Clock distribution:
Bar = 20 um.
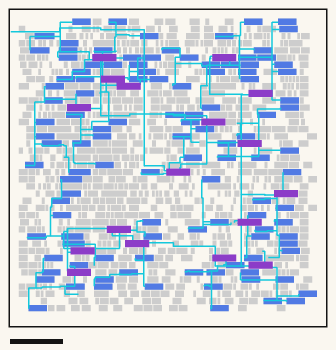
The metal 3 layer:
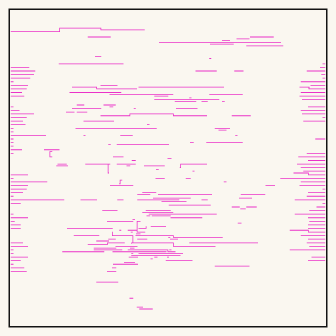
Placed standard cells:
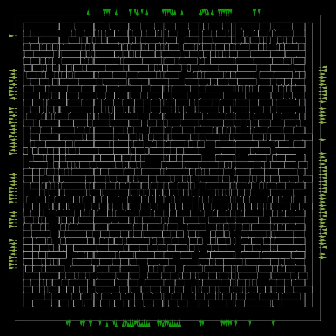
Design data_mem_lsu, sky130hd; sources not shown.
==> results.toml <==
# physical design summary
[timing]
finalCritPeriodShare = 1.21
tightest_slew_ns = 0.800
final_hold_viol_count = 0
setup_viol = 72
whs_ns = 0.281
finalMaxSlewViolations = 0
fin_ws_ns = -0.335

[job]
warning_count = 31

[floorplan]
die_y_um = 120
core_area_mm2 = 0.0127

[route]
top_layer_used = "met4"
wl_per_cell_um = 19.7

[status]
violations = "setup timing"
status = "complete, but fails checks"

[setup_path]
worstPathRequired_ns = 1.44

[finish]
nNetsFinal = 985
layout-drive-gt1-share = 0.306
fill_cells = 988

[yosys]
syn_nets = 777
edf_count = 0
ys_cells = 692

[clock_tree]
htree_levels = 4

[grt]
grt_pass1_wl_um = 31500
Back to the opening pictures, 'clock distribution':
[purple] cells driving clock nets | count: 17
[cyan] clock wires | length: 1580 um
[blue] flip-flops | count: 114
routed clock nets	18
flops lie	widely spread
clk_skew: 0.00623 ns
Clock Power: 3930 uW
Clk network pwr share: 0.283
Late-Pin Clk Latency: 0.42 ns

Back to the opening pictures, 'the metal 3 layer':
share of all routed wire	8.0%
main direction	horizontal
wire length on this layer	1700 um
nets with wire on the layer	171
longest straight run	46.0 um
total vias in the final route: 6088
Total Wirelength: 21400 um

Back to the opening pictures, 'placed standard cells':
placement row count: 41
Tap Cells: 172

logic make-up (layout without fill, tap and decap cells):
| family | count (synthesis) | in the layout | synth area share |
|---|---|---|---|
| fa+ha+maj | 4 | 4 | 0.00894 |
| buf+inv | 80 | 301 | 0.0698 |
| compound gates | 172 | 172 | 0.216 |
| mux | 47 | 47 | 0.0905 |
| flops | 114 | 114 | 0.408 |
| simple gates | 275 | 275 | 0.207 |
layout make-up:
type                    instances  area share
plain buffers                  68      0.0613
clock buffers                  18      0.0469
clock inverters                14      0.0197
inverters                       8     0.00410
multi-input cells             498       0.379
flip-flops and latches        114       0.252
well taps                     172      0.0235
repair buffers                193       0.214
synth_stat cells, types with 10 or more instances:
| master | number | area share |
|---|---|---|
| a211oi_1 | 19 | 0.025 |
| a21oi_1 | 65 | 0.058 |
| a311oi_1 | 19 | 0.030 |
| buf_2 | 12 | 0.011 |
| buf_4 | 18 | 0.024 |
| clkbuf_1 | 34 | 0.023 |
| dfxtp_1 | 114 | 0.41 |
| mux2_2 | 29 | 0.058 |
| mux2i_1 | 18 | 0.032 |
| nand2_1 | 152 | 0.10 |
| nand3_1 | 10 | 0.0089 |
| nor2_1 | 69 | 0.046 |
| nor3_1 | 14 | 0.013 |
| o21ai_0 | 12 | 0.011 |
| o21ai_2 | 10 | 0.016 |
report_power, final:
group          switching (uW)  total (uW)  internal (uW)
Combinational            2930        6100           3170
Clock                    1460        3930           2470
Sequential                447        3850           3400
layout by cell type (no fill, tap or decap), types with 21 or more instances in the layout:
cell type | netlist | final
a21oi_1 | 65 | 63
buf_4 | 18 | 34
buf_6 | 1 | 39
clkbuf_16 | 0 | 21
clkdlybuf4s50_1 | 0 | 129
dfxtp_1 | 114 | 106
mux2_4 | 0 | 24
nand2_1 | 152 | 146
nor2_1 | 69 | 61
metal layers:
layer	track usage	up-vias
met4	0.127	0
met5	0	-
met2	0.438	315
li1	-	2842
met1	0.362	2859
met3	0.0745	72
metrics by stage:
| step | instances | setup WS [ns] | TNS, ns |
|---|---|---|---|
| finish | 1085 | -0.335 | -12.79 |
| CTS | 1071 | -0.413 | -24.33 |
| global route | 1085 | -0.365 | -16.76 |
| floorplan | 692 | 0.000177 | 0 |
| global placement | 1027 | -0.581 | -39.12 |
| detailed placement | 1027 | -0.649 | -43.71 |
critical path, stage by stage, from the launching register on:
cell	delay [ns]
dfxtp_4	0.36
inv_4	0.06
ha_4	0.21
buf_12	0.13
clkbuf_16	0.15
mux2_4	0.31
buf_6	0.12
what timing repair did:
item / CTS / global route
gates resized: 230 / 180
pin swaps: 1 / 22
buffers inserted: 11 / 17
setup endpoints to repair: 141 / 117
gates cloned: 2 / 2
Power is estimated from default activity; no workload was simulated.
